m1.png
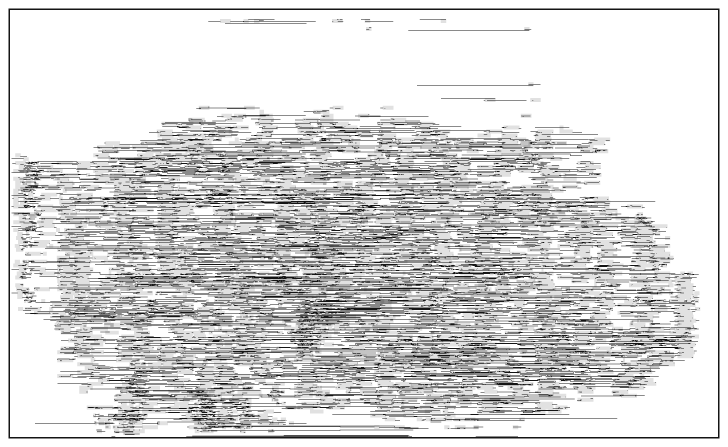
m2.png
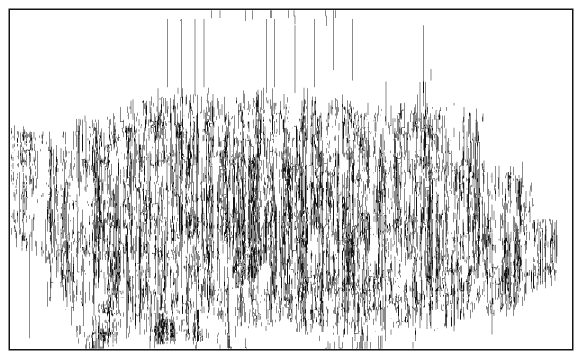
`config.mk`:
```
export PLATFORM = sky130hd
export DESIGN_NAME = arbiter_n_to_1_request
export DESIGN_NICKNAME = d
export VERILOG_FILES = /design/src/rtl/arbiter_n_to_1_request.sv
export SDC_FILE = /design/constraint.sdc
export NUM_CORES = 1
export LEC_CHECK = 0
export CAP_MARGIN = 20
export CORE_ASPECT_RATIO = 0.6
export CORE_MARGIN = 2
export CORE_UTILIZATION = 30
export DETAILED_ROUTE_END_ITERATION = 8
export PLACE_DENSITY = 0.53
export SLEW_MARGIN = 10
export SYNTH_ARGS = -nofsm -noshare
export SYNTH_HDL_FRONTEND = slang
export SYNTH_SLANG_ARGS = --single-unit
```
`constraint.sdc`:
```
create_clock -name ap_clk -period 2.7 [get_ports ap_clk]
set_input_delay 0.54 -clock ap_clk [delete_from_list [all_inputs] [get_ports ap_clk]]
set_output_delay 0.54 -clock ap_clk [all_outputs]
set_load 0.005 [all_outputs]
```
`src/rtl/arbiter_n_to_1_request.sv`:
```
// Round-robin N-to-1 request concentrator. Registered one-hot grants pop the
// requestors; winners pass through a write stage into a FWFT output FIFO.
module arbiter_n_to_1_request #(
  parameter int NUM_MEMORY_REQUESTOR = 2,
  parameter int FIFO_WRITE_DEPTH     = 32,
  parameter int PROG_THRESH          = 16,
  parameter int PAYLOAD_WIDTH        = 32
) (
  input  logic                                            ap_clk,
  input  logic                                            areset,
  input  logic [NUM_MEMORY_REQUESTOR-1:0]                 request_in_valid,
  input  logic [NUM_MEMORY_REQUESTOR*PAYLOAD_WIDTH-1:0]   request_in_payload,
  input  logic                                            fifo_request_signals_in_rd_en,
  output logic [NUM_MEMORY_REQUESTOR-1:0]                 arbiter_grant_out,
  output logic                                            request_out_valid,
  output logic [PAYLOAD_WIDTH-1:0]                        request_out_payload,
  output logic                                            fifo_request_signals_out_full,
  output logic                                            fifo_request_signals_out_empty,
  output logic                                            fifo_request_signals_out_prog_full,
  output logic                                            fifo_setup_signal
);
  // Handshake: request_in_valid[i] holds with its payload until arbiter_grant_out[i]
  // is seen high; that grant cycle is the pop, and a new packet may follow next cycle.
  localparam int N     = NUM_MEMORY_REQUESTOR;
  localparam int PTR_W = $clog2(N);
  localparam logic [N-1:0] ONE = {{(N-1){1'b0}}, 1'b1};

  logic                     areset_ctl;
  logic                     rd_en_reg;
  logic [PTR_W-1:0]         rr_ptr;
  logic [PTR_W-1:0]         rr_next;
  logic [PTR_W-1:0]         win_idx;
  logic [N-1:0]             elig;
  logic [N-1:0]             mask_hi;
  logic [N-1:0]             elig_hi;
  logic [N-1:0]             pick_src;
  logic [N-1:0]             win_oh;
  logic [PAYLOAD_WIDTH-1:0] win_payload;
  logic                     arb_en;
  logic                     wr_valid;
  logic [PAYLOAD_WIDTH-1:0] wr_payload;
  logic [PAYLOAD_WIDTH-1:0] fifo_dout;
  logic                     fifo_full;
  logic                     fifo_empty;
  logic                     fifo_prog_full;
  logic                     fifo_valid;
  logic                     wr_rst_busy;
  logic                     rd_rst_busy;
  logic                     pop;

  always_ff @(posedge ap_clk) areset_ctl <= areset;

  assign arb_en = areset_ctl & ~fifo_setup_signal & ~fifo_request_signals_out_prog_full;

  // The stale packet shown during its own grant cycle must not win again.
  assign elig     = request_in_valid & ~arbiter_grant_out & {N{arb_en}};
  assign mask_hi  = ~((ONE << rr_ptr) - ONE);
  assign elig_hi  = elig & mask_hi;
  assign pick_src = (|elig_hi) ? elig_hi : elig;
  assign win_oh   = pick_src & (~pick_src + ONE);

  always_comb begin
    win_idx     = '0;
    win_payload = '0;
    for (int i = 0; i < N; i++) begin
      if (win_oh[i]) begin
        win_idx     = PTR_W'(i);
        win_payload = request_in_payload[i*PAYLOAD_WIDTH +: PAYLOAD_WIDTH];
      end
    end
  end

  assign rr_next = (win_idx == PTR_W'(N-1)) ? '0 : win_idx + PTR_W'(1);

  always_ff @(posedge ap_clk) begin
    if (!areset_ctl) begin
      arbiter_grant_out <= '0;
      wr_valid          <= 1'b0;
      rr_ptr            <= '0;
    end else begin
      arbiter_grant_out <= win_oh;
      wr_valid          <= |win_oh;
      if (|win_oh) rr_ptr <= rr_next;
    end
  end

  always_ff @(posedge ap_clk) begin
    if (|win_oh) wr_payload <= win_payload;
  end

  assign pop = ~fifo_empty & rd_en_reg & fifo_valid;

  always_ff @(posedge ap_clk) begin
    if (!areset_ctl) begin
      rd_en_reg         <= 1'b0;
      request_out_valid <= 1'b0;
      fifo_setup_signal <= 1'b1;
    end else begin
      rd_en_reg         <= fifo_request_signals_in_rd_en;
      request_out_valid <= pop;
      fifo_setup_signal <= wr_rst_busy | rd_rst_busy;
    end
  end

  // Status copies and output payload are deliberately unreset.
  always_ff @(posedge ap_clk) begin
    request_out_payload                <= fifo_dout;
    fifo_request_signals_out_full      <= fifo_full;
    fifo_request_signals_out_empty     <= fifo_empty;
    fifo_request_signals_out_prog_full <= fifo_prog_full;
  end

  xpm_fifo_sync_wrapper #(
    .DEPTH       (FIFO_WRITE_DEPTH),
    .WIDTH       (PAYLOAD_WIDTH),
    .PROG_THRESH (PROG_THRESH)
  ) u_fifo (
    .clk         (ap_clk),
    .srst        (~areset_ctl),
    .wr_en       (wr_valid),
    .din         (wr_payload),
    .rd_en       (pop),
    .dout        (fifo_dout),
    .full        (fifo_full),
    .empty       (fifo_empty),
    .prog_full   (fifo_prog_full),
    .valid       (fifo_valid),
    .wr_rst_busy (wr_rst_busy),
    .rd_rst_busy (rd_rst_busy)
  );
endmodule

// Synchronous FWFT FIFO: dout shows the head entry whenever valid is high.
// Reset-busy stays high during srst and for two cycles after it releases.
module xpm_fifo_sync_wrapper #(
  parameter int DEPTH       = 32,
  parameter int WIDTH       = 32,
  parameter int PROG_THRESH = 16
) (
  input  logic             clk,
  input  logic             srst,
  input  logic             wr_en,
  input  logic [WIDTH-1:0] din,
  input  logic             rd_en,
  output logic [WIDTH-1:0] dout,
  output logic             full,
  output logic             empty,
  output logic             prog_full,
  output logic             valid,
  output logic             wr_rst_busy,
  output logic             rd_rst_busy
);
  localparam int ADDR_W = $clog2(DEPTH);
  localparam int CNT_W  = $clog2(DEPTH + 1);

  logic [WIDTH-1:0]  mem [DEPTH];
  logic [ADDR_W-1:0] wr_ptr;
  logic [ADDR_W-1:0] rd_ptr;
  logic [CNT_W-1:0]  count;
  logic [1:0]        busy_cnt;
  logic              busy;
  logic              do_wr;
  logic              do_rd;

  assign busy        = srst | (busy_cnt != 2'd0);
  assign wr_rst_busy = busy;
  assign rd_rst_busy = busy;
  assign full        = (count == CNT_W'(DEPTH));
  assign empty       = (count == '0);
  assign prog_full   = (count >= CNT_W'(PROG_THRESH));
  assign valid       = ~empty & ~busy;
  assign dout        = mem[rd_ptr];
  assign do_wr       = wr_en & ~full & ~busy;
  assign do_rd       = rd_en & ~empty & ~busy;

  always_ff @(posedge clk) begin
    if (srst) begin
      wr_ptr   <= '0;
      rd_ptr   <= '0;
      count    <= '0;
      busy_cnt <= 2'd2;
    end else begin
      if (busy_cnt != 2'd0) busy_cnt <= busy_cnt - 2'd1;
      if (do_wr) wr_ptr <= (wr_ptr == ADDR_W'(DEPTH-1)) ? '0 : wr_ptr + ADDR_W'(1);
      if (do_rd) rd_ptr <= (rd_ptr == ADDR_W'(DEPTH-1)) ? '0 : rd_ptr + ADDR_W'(1);
      case ({do_wr, do_rd})
        2'b10:   count <= count + CNT_W'(1);
        2'b01:   count <= count - CNT_W'(1);
        default: count <= count;
      endcase
    end
  end

  always_ff @(posedge clk) begin
    if (do_wr) mem[wr_ptr] <= din;
  end
endmodule

```
==> notes.md <==
Physical implementation.

- The share of synthesized area in the top cell type comes to 0.751.
- The buffer count excluding the clock tree in the final layout is 331.
- The flow ran to the end, but the final reports show violations.
- The end point of the critical path is u_fifo.count[5]$_SDFFE_PN0P_.
- The count of flip-flops with a built-in enable after synthesis is 1056.
- The launch instance of the worst register-to-register path is u_fifo.count[1]$_SDFFE_PN0P_.
- Per the timing report, the most critical flop-to-flop path finishes at u_fifo.count[5]$_SDFFE_PN0P_.
- The x dimension of the die is 488 microns.
- Hold analysis shows the worst path with a depth of 1.
- The leading cell category by total area is flip-flops and latches.
- The maximum level of the CTS H-tree is 3.
- The maximum buffer depth of the clock tree is 3.
- Excluding fillers, the count of instances in the completed layout stands at 4344.
- The number of maximum-capacitance constraint violations is 0.
- Multi-input combinational cells in the finished layout were counted as 808.
- Per the final layout report, the fraction of cells sized above drive strength 1 comes to 0.267.
- Dividing the final minimum period by the clock period gives 1.03.
- The sequential cell count of the final layout is ~1100.
- The worst-path maximum fanout is 6.
- The launch point of the worst min-delay path is recorded as areset.
- The final reports fail on setup timing.
- The global routing report lists met3 layer usage as 0.0464.
- The largest area contributor in the synthesized netlist is sky130_fd_sc_hd__edfxtp_1.
- The wire length on met2 is slightly above 50000 microns.
- The detailed router put a total of 58400 microns of wire on met1.
- The half-perimeter wire length after detailed placement is 75300 microns.
- The synthesis report lists the most area-consuming cells as sky130_fd_sc_hd__edfxtp_1 (75%), sky130_fd_sc_hd__mux4_2 (10%), sky130_fd_sc_hd__mux2i_1 (3.1%).
- Setup repair after global routing could not meet its margin everywhere.
- After technology mapping, the gate count stands at 2045.
- The yosys synthesis warning count is 0.
- Counting the fill cells in the layout gives 12700.
- The aggregate negative setup slack is -0.0779 ns.
- The count of TritonRoute iterations in the first routing pass is 5.
- The pin closest to its max-slew limit shows a slew of 1.16 ns.
- The first-pass GRT wire length is 174000 microns.
- The largest registers in the layout are u_fifo.mem: 1024 flops, request_out_payload: 32 flops, wr_payload: 32 flops.
- The worst voltage drop across the vdd grid is 0.532 mV.
- The kind of capture point of the worst setup path is a flop.
- According to the floorplan log, the row count is 106.
- The count of final setup violators is 1.
- The total area of multi-input combinational cells is about 9100 sq um.
- The total CTS buffers is ~100.
- For this run, the detailed router reports a per-instance via density of 5.18.
- The type of the worst min-delay path is in2reg.
- The least setup slack across all paths after layout is -0.0779 ns.
- Port buffering added 107 buffers.
- The number of nets in the final layout is between 2000 and 2500.
- The register with the highest flop count is u_fifo.mem.
- Summing over the stages, the warning tally comes to 33.
- The total of clock buffers placed in the layout is 117.
- The antenna diode count is 1.
- The OpenROAD report gives the critical path a required time of roughly 3.3 ns.
- Per the final report, the share of cell area in non-clock buffers is 0.0745.
- The global routing report lists combined usage of all routing layers as 0.171.
- The path with the worst hold slack has its endpoint at areset_ctl$_DFF_P_.
- The mean post-synth cell area is 20.6 sq um.
- The synthesized netlist has a Yosys-reported chip area of 42200 sq um.
- The core region is 140000 sq um.
- The maximum number of pins on one net before global-route repair is 76.
- The die extent in y is approximately 290 microns.
- Per the detail_route log, met3 wirelength is 12500 microns.
- In the post-synthesis netlist, the cell with the most instances is sky130_fd_sc_hd__edfxtp_1.
- The number of violations reported at the end of detailed-routing iteration 0 is about 2700.
- The areal power density over the cells is 664 nW/um^2.
- In this run the clock root is driven by a sky130_fd_sc_hd__clkbuf_16.
- The floorplan step defined a die boundary enclosing ~140000 sq um.
- The clock net in this run drives a total of 1117 sinks.
- TritonCTS built the clock tree.
- Counting distinct cell types in the post-synthesis netlist gives 54.
- The final timing report lists a max-slew violation count of 0.
- The final-report hold violation count is 0.
- The minimum clock period after layout is 2.78 ns.
- Compared with the post-synthesis result, the final layout area differs by 22.2%.
- The number of top-level pins is about 110.
- The commonest register cell is sky130_fd_sc_hd__edfxtp_1.
- Counting flops with an async set or reset pin after synthesis yields a share of 0.
- The area fraction of clock buffers and clock inverters is 0.0644.
- The weighted congestion at the end of routability-driven global placement is between 0.8 and 0.9.
- The DRC violation total left in the routed layout is recorded as 0.
- In this run the static leakage power is approximately 16 nW.
- The share of the Yosys chip area taken by registers is 0.780.
About m1.png:
The longest straight run is 156 microns. The layer carries 58.4 mm of wire. The layer holds 47% of the routed length. The wires run mostly horizontal. 2356 nets have wire on it.
met1 usage in global routing: 0.268
Total Routed Length: 124000 microns
vias: 22500

About m2.png:
The layer holds 41% of the routed length. The longest straight run is 116 microns. 2154 nets have wire on it. The layer carries 51.5 mm of wire.
global-route met2 utilization: 0.236

[report_power, final]
| group | switching (mW) | total (mW) | internal [mW] |
|---|---|---|---|
| Clock | 6.61 | 14.6 | 7.94 |
| Sequential | 0.0713 | 19.0 | 19.0 |
| Combinational | 0.396 | 0.670 | 0.274 |
[metrics by stage]
stage | utilization | cell area, sq um | worst slack, ns | hold slack [ns]
after detailed placement | 0.339 | 47300 | -0.290 | 0.447
final | 0.370 | 51600 | -0.0779 | 0.292
after CTS | 0.367 | 51200 | -0.0626 | 0.247
after global placement | 0.338 | 47100 | -0.222 | 0.479
after global routing | 0.370 | 51600 | -0.118 | 0.257
after floorplan | - | 42200 | -0.321 | 0.428
[critical path: stages, from the launching register on]
cell and delay (ns):
sky130_fd_sc_hd__dfxtp_1 0.31, sky130_fd_sc_hd__or4_4 0.56, sky130_fd_sc_hd__o311a_4 0.34, sky130_fd_sc_hd__ha_4 0.20
sky130_fd_sc_hd__ha_2 0.18, sky130_fd_sc_hd__or4b_2 0.62, sky130_fd_sc_hd__o211ai_1 0.27, sky130_fd_sc_hd__mux2i_1 0.22
[kinds of logic (layout without fill, tap and decap cells)]
| logic type | after synthesis | count (layout) | share of synthesized area |
|---|---|---|---|
| XOR/XNOR | 4 | 4 | 0.000830 |
| adder cells (fa/ha/maj) | 14 | 14 | 0.00433 |
| buffers and inverters | 128 | 528 | 0.0146 |
| multiplexers | 323 | 323 | 0.133 |
| AND-OR/OR-AND | 286 | 286 | 0.0473 |
| flip-flops | 1117 | 1117 | 0.780 |
| other | 0 | 1 | 0 |
| AND/OR/NAND/NOR | 173 | 181 | 0.0195 |
[repair_timing]
action,in CTS,in global routing
gates resized,14,7
pin swaps,24,11
endpoints found under the setup margin,382,86
gates cloned,5,3
setup buffers,33,10
Power figures rest on the tool's default switching activity, not on a simulated workload.
